Fig. 1: run 1, supply network
The bar under the picture is 20 µm long. Pins as bars on the die edge.
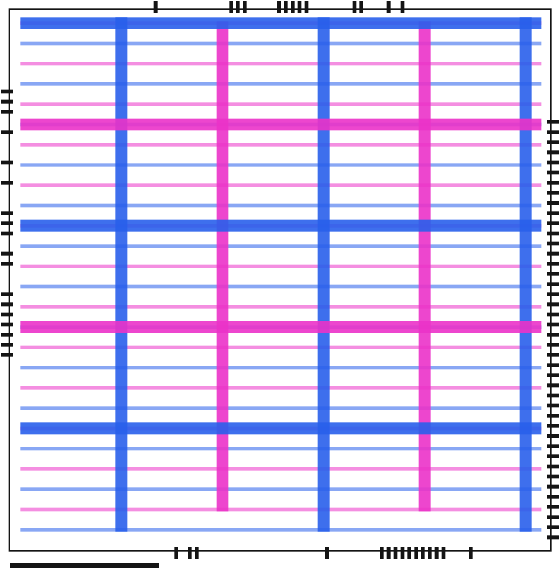
Fig. 2: run 1, cell classes on the final placement
The bar under the picture is 20 µm long.
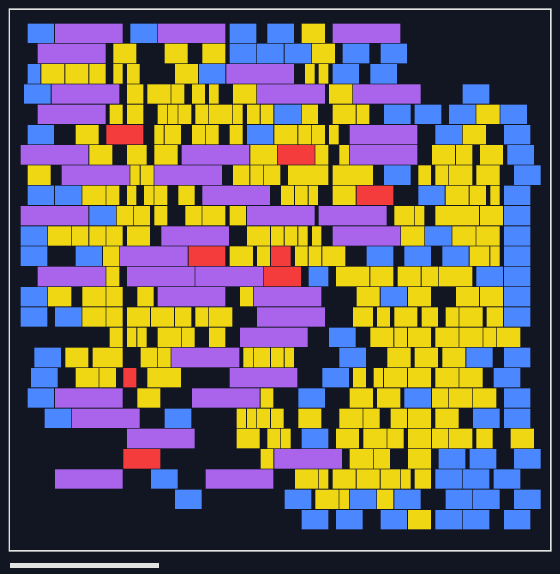
Fig. 3: run 1, clock network drawn from the DEF
The bar under the picture is 20 µm long.
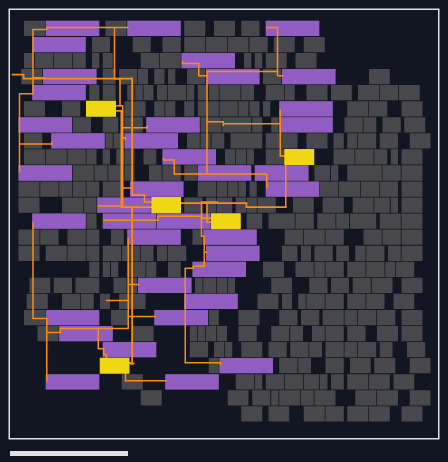
Fig. 4: run 1, wiring by layer
Two of the layers only.
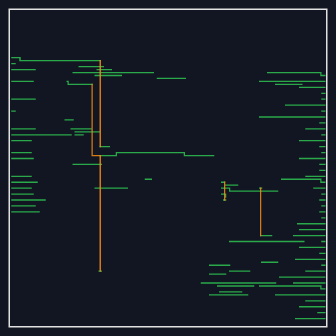
### src/rtl/hazard_ctrl_mc.sv
// Pipeline hazard unit: operand/branch forwarding, load-use, branch and
// mult/div stalls, a fixed-latency mult/div busy tracker and a stall counter.
module hazard_ctrl_mc #(
  parameter int unsigned REG_AW = 5,
  parameter int unsigned MD_LAT = 4,
  parameter bit          FWD_EN = 1'b1
) (
  input  logic              clk,
  input  logic              reset_n,
  input  logic [REG_AW-1:0] RsD,
  input  logic [REG_AW-1:0] RtD,
  input  logic [REG_AW-1:0] RsE,
  input  logic [REG_AW-1:0] RtE,
  input  logic [REG_AW-1:0] WriteRegE,
  input  logic [REG_AW-1:0] WriteRegM,
  input  logic [REG_AW-1:0] WriteRegW,
  input  logic              RegWriteE,
  input  logic              RegWriteM,
  input  logic              RegWriteW,
  input  logic              MemtoRegE,
  input  logic              MemtoRegM,
  input  logic              BranchD,
  input  logic              MdD,
  input  logic              MdStartE,
  output logic [1:0]        ForwardAE,
  output logic [1:0]        ForwardBE,
  output logic              ForwardAD,
  output logic              ForwardBD,
  output logic              StallF,
  output logic              StallD,
  output logic              FlushE,
  output logic              MdBusy,
  output logic              MdDone,
  output logic [31:0]       StallCnt
);

  typedef enum logic [1:0] {
    FWD_RF = 2'b00,
    FWD_W  = 2'b01,
    FWD_M  = 2'b10
  } fwd_sel_e;

  logic [3:0]  md_cnt_q, md_cnt_d;
  logic        md_busy_q, md_busy_d;
  logic        md_done_q, md_done_d;
  logic [31:0] stall_cnt_q, stall_cnt_d;

  logic rs_e_m, rs_e_w, rt_e_m, rt_e_w;
  logic rs_d_e, rt_d_e, rs_d_m, rt_d_m;
  logic lwstall, branchstall, rawstall, mdstall, stall;
  fwd_sel_e fwd_a, fwd_b;

  // Register 0 never produces a hazard regardless of the writer.
  function automatic logic src_match(input logic [REG_AW-1:0] src,
                                     input logic [REG_AW-1:0] wr,
                                     input logic              we);
    return (src != '0) && (src == wr) && we;
  endfunction

  always_comb begin
    rs_e_m = src_match(RsE, WriteRegM, RegWriteM);
    rs_e_w = src_match(RsE, WriteRegW, RegWriteW);
    rt_e_m = src_match(RtE, WriteRegM, RegWriteM);
    rt_e_w = src_match(RtE, WriteRegW, RegWriteW);
    rs_d_e = src_match(RsD, WriteRegE, RegWriteE);
    rt_d_e = src_match(RtD, WriteRegE, RegWriteE);
    rs_d_m = src_match(RsD, WriteRegM, RegWriteM);
    rt_d_m = src_match(RtD, WriteRegM, RegWriteM);
  end

  always_comb begin
    lwstall     = MemtoRegE && (RtE != '0) && ((RtE == RsD) || (RtE == RtD));
    branchstall = BranchD && (rs_d_e || rt_d_e || (MemtoRegM && (rs_d_m || rt_d_m)));
    rawstall    = rs_d_e || rt_d_e || rs_d_m || rt_d_m;
    mdstall     = MdD && (md_busy_q || MdStartE);

    fwd_a     = FWD_RF;
    fwd_b     = FWD_RF;
    ForwardAD = 1'b0;
    ForwardBD = 1'b0;
    if (FWD_EN) begin
      if (rs_e_m)      fwd_a = FWD_M;
      else if (rs_e_w) fwd_a = FWD_W;
      if (rt_e_m)      fwd_b = FWD_M;
      else if (rt_e_w) fwd_b = FWD_W;
      ForwardAD = rs_d_m;
      ForwardBD = rt_d_m;
      stall     = lwstall || branchstall || mdstall;
    end else begin
      stall     = rawstall || mdstall;
    end
  end

  assign ForwardAE = fwd_a;
  assign ForwardBE = fwd_b;
  assign StallF    = stall;
  assign StallD    = stall;
  assign FlushE    = stall;

  // A start only loads an idle counter; the 1->0 cycle still counts as busy,
  // so a start arriving then is dropped.
  always_comb begin
    if (md_cnt_q == '0) md_cnt_d = MdStartE ? 4'(MD_LAT) : '0;
    else                md_cnt_d = md_cnt_q - 4'd1;
    md_busy_d   = (md_cnt_d != '0);
    md_done_d   = (md_cnt_q == 4'd1);
    stall_cnt_d = (stall && (stall_cnt_q != '1)) ? stall_cnt_q + 32'd1 : stall_cnt_q;
  end

  always_ff @(posedge clk or negedge reset_n) begin
    if (!reset_n) begin
      md_cnt_q    <= '0;
      md_busy_q   <= 1'b0;
      md_done_q   <= 1'b0;
      stall_cnt_q <= '0;
    end else begin
      md_cnt_q    <= md_cnt_d;
      md_busy_q   <= md_busy_d;
      md_done_q   <= md_done_d;
      stall_cnt_q <= stall_cnt_d;
    end
  end

  assign MdBusy   = md_busy_q;
  assign MdDone   = md_done_q;
  assign StallCnt = stall_cnt_q;

endmodule

### config.mk
export PLATFORM = sky130hd
export DESIGN_NAME = hazard_ctrl_mc
export DESIGN_NICKNAME = d
export VERILOG_FILES = /design/src/rtl/hazard_ctrl_mc.sv
export SDC_FILE = /design/constraint.sdc
export NUM_CORES = 1
export LEC_CHECK = 0
export CAP_MARGIN = 20
export CORE_UTILIZATION = 51
export CTS_BUF_LIST = sky130_fd_sc_hd__clkbuf_4 sky130_fd_sc_hd__clkbuf_8
export DETAILED_ROUTE_END_ITERATION = 6
export HOLD_SLACK_MARGIN = 0.15
export PLACE_DENSITY = 0.89
export SLEW_MARGIN = 15
export SYNTH_ARGS = -nofsm -noshare
export SYNTH_HDL_FRONTEND = slang
export SYNTH_SLANG_ARGS = --single-unit
### constraint.sdc
create_clock -name clk -period 10.6 [get_ports clk]
set_input_delay 3.18 -clock clk [delete_from_list [all_inputs] [get_ports clk]]
set_output_delay 3.18 -clock clk [all_outputs]
set_load 0.01 [all_outputs]
==> datasheet_impl.txt, run 1 <==
Characteristics after synthesis and place and route

Parameter                              Value

Outcome
  Status .................. completed

STA
  Cycle use final .................. between 80% and 90%
  Final sum of negative setup slack .................. 0 ns
  PnR worst setup slack .................. between 1.5 and 2 ns

Detailed routing
  Highest Signal Layer .................. met4
  Wire length after detailed routing .................. roughly 6.7 mm
  Count of routing violations after the opening detailed-route iteration .................. roughly 140
  Routed wire length per instance .................. between 15 and 20 µm
  Avg Vias per Cell .................. roughly 5.6

Cells and area
  Clock-cell share .................. approximately 2.7%
  Comb. cell area .................. around 1500 µm²
  Count of non-CTS inverters in the layout .................. 2
  Sequential share of cell area .................. 27.2%
  Leading cell kind .................. multi-input combinational cells
  Final cell area excluding filler cells .................. 3500 µm²

Placement
  I/O Buffers .................. just under 90

Synth
  Mean instance size in the synthesized netlist .................. just over 9 µm²
  Post-Synth XOR/XNOR Area .................. approximately 28%
  Simple-gate share of the synthesized area .................. about a quarter
  Unique cell types .................. 31
  AND-OR/OR-AND share of the synthesized area .................. approximately 3%
  Dominant cell type by area after synthesis .................. sky130_fd_sc_hd__dfrtp_1

Critical path
  Most common cell type on the critical path .................. sky130_fd_sc_hd__clkdlybuf4s50_1
  Critical path peak fanout .................. 34
  Class of the most critical setup path .................. in2out

Global routing
  Wire length of the first global-routing pass .................. between 10 and 15 mm
  Met2 global-route usage .................. 43.0%
  Global routing met3 resource utilization .................. 4.58%
  Pin count of the biggest net entering global routing .................. 39
  Total overflow reported by the global router .................. 0

CTS
  CTS H-tree depth .................. 2
  Clock tree buffer depth .................. 2
  Clk ins delay skew pair .................. 0.30 ns
  Buffer type at the clock tree root .................. sky130_fd_sc_hd__clkbuf_8

Floorplan
  Well Taps .................. between 60 and 70
  Number of top-level pins .................. 88

Power
  Power density relative to cell area .................. about 120 nW/µm²
About Fig. 1:
color	net
magenta	VDD
blue	VSS
signal pins	88
met4 straps	5
rows	25
met1 rails	26

About Fig. 2:
color	class	cells	share of their area
yellow	all other logic	215	44%
purple	flip-flops	38	28%
blue	other buffers and delay cells	88	26%
red	clock drivers and dummy loads	8	2.8%

About Fig. 3:
[yellow] cells driving clock nets | count: 5
[orange] clock wires | length: 485 µm
[purple] flip-flops | count: 38
routed clock nets	6

About Fig. 4:
color	layer	wire length
orange	met4	79.4 µm
green	met3	519 µm

[run 1: cells in the mapped netlist, types with 2 or more instances]
cell type and number:
sky130_fd_sc_hd__nor3_1 15, sky130_fd_sc_hd__and2_1 4, sky130_fd_sc_hd__clkbuf_1 9, sky130_fd_sc_hd__or4_1 4, sky130_fd_sc_hd__nand4_1 14, sky130_fd_sc_hd__nor2_1 9, sky130_fd_sc_hd__buf_4 4, sky130_fd_sc_hd__and3_1 13
sky130_fd_sc_hd__nor4_1 6, sky130_fd_sc_hd__dfrtp_1 38, sky130_fd_sc_hd__and4_1 5, sky130_fd_sc_hd__o21ai_0 6, sky130_fd_sc_hd__xor2_1 12, sky130_fd_sc_hd__buf_2 5, sky130_fd_sc_hd__inv_1 2, sky130_fd_sc_hd__nand2_1 19
sky130_fd_sc_hd__xnor2_1 68, sky130_fd_sc_hd__nand3_1 25
[run 1: sequential cells by signal (all words and copies together) (netlist names)]
signal    cells
md_cnt_q      4
MdBusy        1
StallCnt     32
MdDone        1
[run 1: worst paths after layout]
path                                 to  depth (start not counted)          from  slack (ns)
max reg2reg                 StallCnt[1]                          6   StallCnt[0]        8.04
max in group asynchronous        MdBusy                          1       reset_n        7.09
min in group asynchronous   StallCnt[8]                          1       reset_n        2.98
min                        StallCnt[15]                          1  StallCnt[15]        0.50
max                              FlushE                          8        RsD[3]        1.81
min reg2reg                StallCnt[15]                          1  StallCnt[15]        0.50
[run 1: power breakdown]
part	total (mW)	internal (mW)	switching (mW)
Combinational	0.139	0.0770	0.0621
Clock	0.105	0.0523	0.0525
Sequential	0.190	0.165	0.0252
Total	0.434	0.294	0.140
Fig. 5: run 1, cell outlines without signal wires
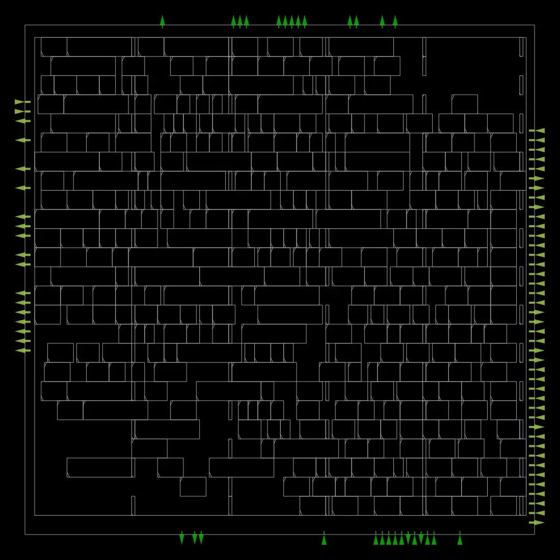

==> run 2, diff against run 1 <==
--- a/config.mk
+++ b/config.mk
@@ -6,11 +6,11 @@
 export NUM_CORES = 1
 export LEC_CHECK = 0
 export CAP_MARGIN = 20
-export CORE_UTILIZATION = 51
+export CORE_UTILIZATION = 47
 export CTS_BUF_LIST = sky130_fd_sc_hd__clkbuf_4 sky130_fd_sc_hd__clkbuf_8
 export DETAILED_ROUTE_END_ITERATION = 6
 export HOLD_SLACK_MARGIN = 0.15
-export PLACE_DENSITY = 0.89
+export PLACE_DENSITY = 0.83
 export SLEW_MARGIN = 15
 export SYNTH_ARGS = -nofsm -noshare
 export SYNTH_HDL_FRONTEND = slang
==> constraint.sdc (replaced) <==
create_clock -name clk -period 8.9 [get_ports clk]
set_input_delay 2.67 -clock clk [delete_from_list [all_inputs] [get_ports clk]]
set_output_delay 2.67 -clock clk [all_outputs]
set_load 0.01 [all_outputs]
Fig. 6: run 2, cell outlines without signal wires
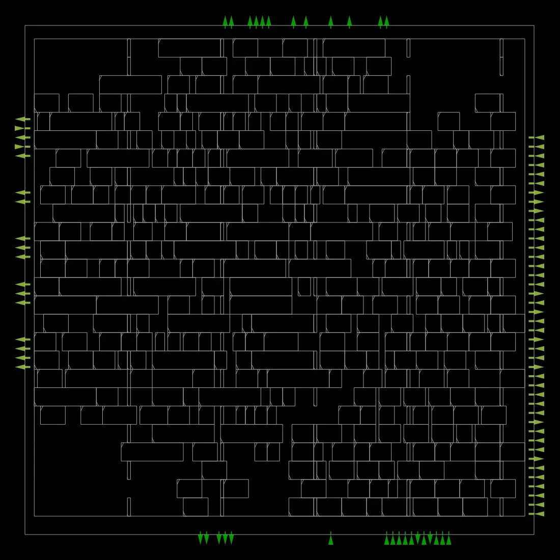
core area: 5140 µm²
final design utilization: 68.1%

==> run 2 against run 1 <==
  * Total power increased by 19%
  * Die area grew 8.3%
  * Sequential share of layout area barely moved
  * Critical path depth is the same
  * Largest cell class unchanged
  * Largest power group unchanged
  * Highest routed layer unchanged
==> datasheet_impl.txt, run 2 <==
Characteristics after synthesis and place and route

Parameter                              Value

Global routing
  Total overflow reported by the global router .................. 0 (unchanged)
  Wire length of the first global-routing pass .................. 10.5 mm (-0.91%)
  Pin count of the biggest net entering global routing .................. 39 (unchanged)

Synth
  Unique cell types .................. 31 (unchanged)
  Synth cell count leaders .................. sky130_fd_sc_hd__xnor2_1 (68), sky130_fd_sc_hd__dfrtp_1 (38), sky130_fd_sc_hd__nand3_1 (25)
  Yosys Warn Count .................. 0
  Mean instance size in the synthesized netlist .................. 9.35 µm² (unchanged)
  Dominant cell type by area after synthesis .................. sky130_fd_sc_hd__dfrtp_1
  AND-OR/OR-AND share of the synthesized area .................. 3.01% (unchanged)
  Simple-gate share of the synthesized area .................. 26.5% (unchanged)
  Post-Synth XOR/XNOR Area .................. 27.7% (unchanged)
  Cell with the most instances after synthesis .................. sky130_fd_sc_hd__xnor2_1

CTS
  Clock tree buffer depth .................. 2 (unchanged)
  CTS H-tree depth .................. 2 (unchanged)
  Clock-pin slew on the worst setup and hold paths .................. about 0.07 ns
  Clk ins delay skew pair .................. 0.29 ns (about the same)

Critical path
  Critical path peak fanout .................. 34 (unchanged)
  Class of the most critical setup path .................. in2out
  Most common cell type on the critical path .................. sky130_fd_sc_hd__clkdlybuf4s50_1

Detailed routing
  Count of routing violations after the opening detailed-route iteration .................. 95 (-31%)
  Avg Vias per Cell .................. 5.44 (-2.6%)
  Routed wire length per instance .................. 15.8 µm (-2.0%)

Placement
  I/O Buffers .................. 87 (unchanged)

Power
  Power Internal .................. 354 µW (+20%)
  Share of power burned in the clock network .................. 24.5% (+0.4 points)
  Logic pwr share .................. 31.7% (-0.3 points)
  Switching share of power .................. 31.4% (-0.82 points)
  Net Sw Power .................. 162 µW (+16%)

STA
  Final sum of negative setup slack .................. 0 ns (unchanged)
  PnR worst setup slack .................. 1.04 ns (-0.777 ns)

Outcome
  Status .................. completed

Cells and area
  Final cell area excluding filler cells .................. 3500 µm² (+0.11%)
  Flip-flop count of the largest register after layout .................. 32 (unchanged)
-- run 2: layout make-up --
| type | count | area [µm²] |
|---|---|---|
| clock buffers | 7 | 90.1 |
| clock inverters | 1 | 5.00 |
| fillers | 439 | 1640 |
| inverters | 2 | 7.51 |
| multi-input cells | 213 | 1490 |
| flip-flops and latches | 38 | 951 |
| well taps | 70 | 87.6 |
| repair buffers | 88 | 873 |
-- run 2: metal layers --
layer  GRT usage (%)  part of all wire (%)
met5               0                     0
met4            5.97                  0.68
met3            5.29                   8.2
met2            40.3                    46
met1            32.5                    45
-- run 2: logic make-up (layout without fill, tap and decap cells) --
kind of cell,after synthesis,after routing
xor gates and xnor gates,80,80
adders and majority gates,1,1
DFF,38,38
AOI/OAI and AO/OA,10,10
and+or+nand+nor,120,120
muxes,2,2
buffers and inverters,20,98
-- run 2: worst paths after layout --
| kind | startpoint | end | slack (ns) | cells after the start |
|---|---|---|---|---|
| max | RsD[2] | StallD | 1.04 | 8 |
| min | StallCnt[18] | StallCnt[18] | 0.49 | 1 |
| max reg2reg | StallCnt[0] | StallCnt[1] | 6.40 | 6 |
| min reg2reg | StallCnt[18] | StallCnt[18] | 0.49 | 1 |
| max in group asynchronous | reset_n | StallCnt[18] | 5.90 | 1 |
| min in group asynchronous | reset_n | StallCnt[7] | 2.48 | 1 |
-- run 2: power by group through the flow --
stage                     logic (mW)  clock network [mW]  registers, mW
after CTS                      0.164               0.129          0.226
after floorplan               0.0774                   0          0.229
final                          0.164               0.126          0.225
after global placement         0.160                   0          0.227
after global routing           0.177               0.137          0.230
after detailed placement       0.164                   0          0.229
Fig. 7: run 2, wiring by layer
Two of the layers only.
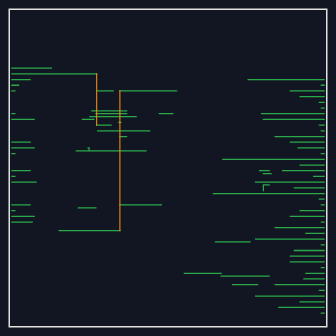

==> run 3, diff against run 2 <==
--- a/config.mk
+++ b/config.mk
@@ -9,8 +9,10 @@
 export CORE_UTILIZATION = 47
 export CTS_BUF_LIST = sky130_fd_sc_hd__clkbuf_4 sky130_fd_sc_hd__clkbuf_8
 export DETAILED_ROUTE_END_ITERATION = 6
+export GPL_TIMING_DRIVEN = 0
 export HOLD_SLACK_MARGIN = 0.15
 export PLACE_DENSITY = 0.83
+export RECOVER_POWER = 25
 export SLEW_MARGIN = 15
 export SYNTH_ARGS = -nofsm -noshare
 export SYNTH_HDL_FRONTEND = slang
==> constraint.sdc (replaced) <==
create_clock -name clk -period 7.3 [get_ports clk]
set_input_delay 2.19 -clock clk [delete_from_list [all_inputs] [get_ports clk]]
set_output_delay 2.19 -clock clk [all_outputs]
set_load 0.01 [all_outputs]
Fig. 8: run 3, wiring by layer
Two of the layers only.
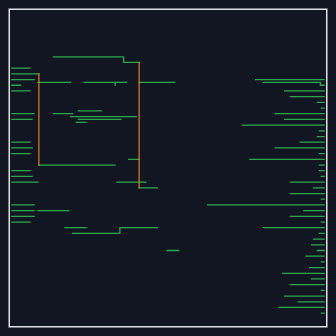
wire length after detailed routing: 6.62 mm
overall via count from detail_route: 2,322

==> run 3 against run 2 <==
  * The flow now finishes with violations (capacitance limit, slew limit)
  * Critical path depth increased by 1
  * Sequential cell count unchanged
  * Clock skew about the same
  * Sequential share of layout area decreased by 0.11 points
  * Die area unchanged
  * Via count increased by 1.9%
  * Setup slack got worse by 0.69 ns
  * Highest routed layer unchanged
  * Synthesized cell count unchanged
  * Final area increased by 0.39%
==> datasheet_impl.txt, run 3 <==
Characteristics after synthesis and place and route

Parameter                              Value

Outcome
  Status .................. finished with violations
  Failing checks .................. capacitance limit, slew limit

STA
  Final sum of negative setup slack .................. 0 ns (unchanged)
  Final tally of max-slew violations .................. 34
  PnR worst setup slack .................. 0.344 ns (-0.691 ns)

Detailed routing
  Routed wire length per instance .................. 15.4 µm (-2.8%)
  M1 WL .................. 2.86 mm (-4.3%)
  Avg Vias per Cell .................. 5.40 (-0.68%)
  Highest Signal Layer .................. met4
  Routed length on met3 .................. 512 µm (-6.4%)
  Count of routing violations after the opening detailed-route iteration .................. 85 (-11%)
  Met2 WL .................. 3.19 mm (+4.6%)

CTS
  Clk ins delay skew pair .................. 0.30 ns (about the same)
  Clock-pin slew on the worst setup and hold paths .................. 0.07 ns (about the same)
  Clock tree buffer depth .................. 2 (unchanged)
  CTS H-tree depth .................. 2 (unchanged)

Power
  Share of power burned in the clock network .................. 24.4% (about the same)
  Switching share of power .................. 31.4% (+0.059 points)
  Power Internal .................. 433 µW (+23%)
  Net Sw Power .................. 199 µW (+23%)

Global routing
  Global-route track usage on met1 .................. 29.8% (-2.7 points)
  Wire length of the first global-routing pass .................. 10.2 mm (-3.2%)
  Pin count of the biggest net entering global routing .................. 34 (-13%)
  Met2 global-route usage .................. 41.7% (+1.4 points)

Synth
  Yosys Warn Count .................. 0 (unchanged)
  Simple-gate share of the synthesized area .................. 26.5% (unchanged)
  Cell with the most instances after synthesis .................. sky130_fd_sc_hd__xnor2_1
  Mean instance size in the synthesized netlist .................. 9.35 µm² (unchanged)
  Unique cell types .................. 31 (unchanged)
  Dominant cell type by area after synthesis .................. sky130_fd_sc_hd__dfrtp_1

Job
  Total of max-cap violations .................. 1

Min path
  Hold Path Origin .................. StallCnt[15]

Cells and area
  Comb. cell area .................. 1490 µm² (unchanged)
  Flip-flop count of the largest register after layout .................. 32 (unchanged)
  Storage cell area .................. 951 µm² (unchanged)

Critical path
  Class of the most critical setup path .................. in2out
  Crit. Startpoint .................. RtD[2]
  Source of the worst register-to-register timing path .................. StallCnt[0]

Floorplan
  Core area .................. 5140 µm² (unchanged)
-- run 3: cell type report --
type	count	share of cell area [%]
Buffer	18	2.53
Inverter	2	0.214
Clock buffer	7	2.56
Multi-Input combinational cell	213	42.3
Sequential cell	38	27.1
Timing Repair Buffer	81	22.7
Tap cell	70	2.49
Clock inverter	1	0.142
-- run 3: worst paths after layout --
check | end | slack [ns] | cells after the start
max | StallF | 0.34 | 9
min | StallCnt[15] | 0.49 | 1
max reg2reg | StallCnt[12] | 4.76 | 7
min reg2reg | StallCnt[15] | 0.49 | 1
max in group asynchronous | StallCnt[0] | 3.61 | 2
min in group asynchronous | StallCnt[6] | 1.76 | 1
-- run 3: power by group through the flow --
| stage | logic [mW] | clock network, mW | registers [mW] |
|---|---|---|---|
| 6_report | 0.207 | 0.154 | 0.271 |
| 5_1_grt | 0.226 | 0.164 | 0.276 |
| 4_1_cts | 0.210 | 0.158 | 0.271 |
| 3_5_place_dp | 0.210 | 0 | 0.275 |
| 3_3_place_gp | 0.204 | 0 | 0.273 |
| 2_1_floorplan | 0.0944 | 0 | 0.279 |
-- run 3: cell families after synthesis --
| kind of cell | Yosys count |
|---|---|
| adders and majority gates | 1 |
| AOI/OAI and AO/OA | 10 |
| DFF | 38 |
| xor gates and xnor gates | 80 |
| buffers and inverters | 20 |
| muxes | 2 |
| and+or+nand+nor | 120 |
-- run 3: stage by stage --
stage | hold WS, ns | cell area [µm²]
2_1_floorplan | 0.490 | 2530
3_3_place_gp | 0.476 | 3420
3_5_place_dp | 0.478 | 3440
4_1_cts | 0.496 | 3530
5_1_grt | 0.516 | 3510
6_report | 0.491 | 3510
No activity file was given, so power comes from the tool's default toggle rates.
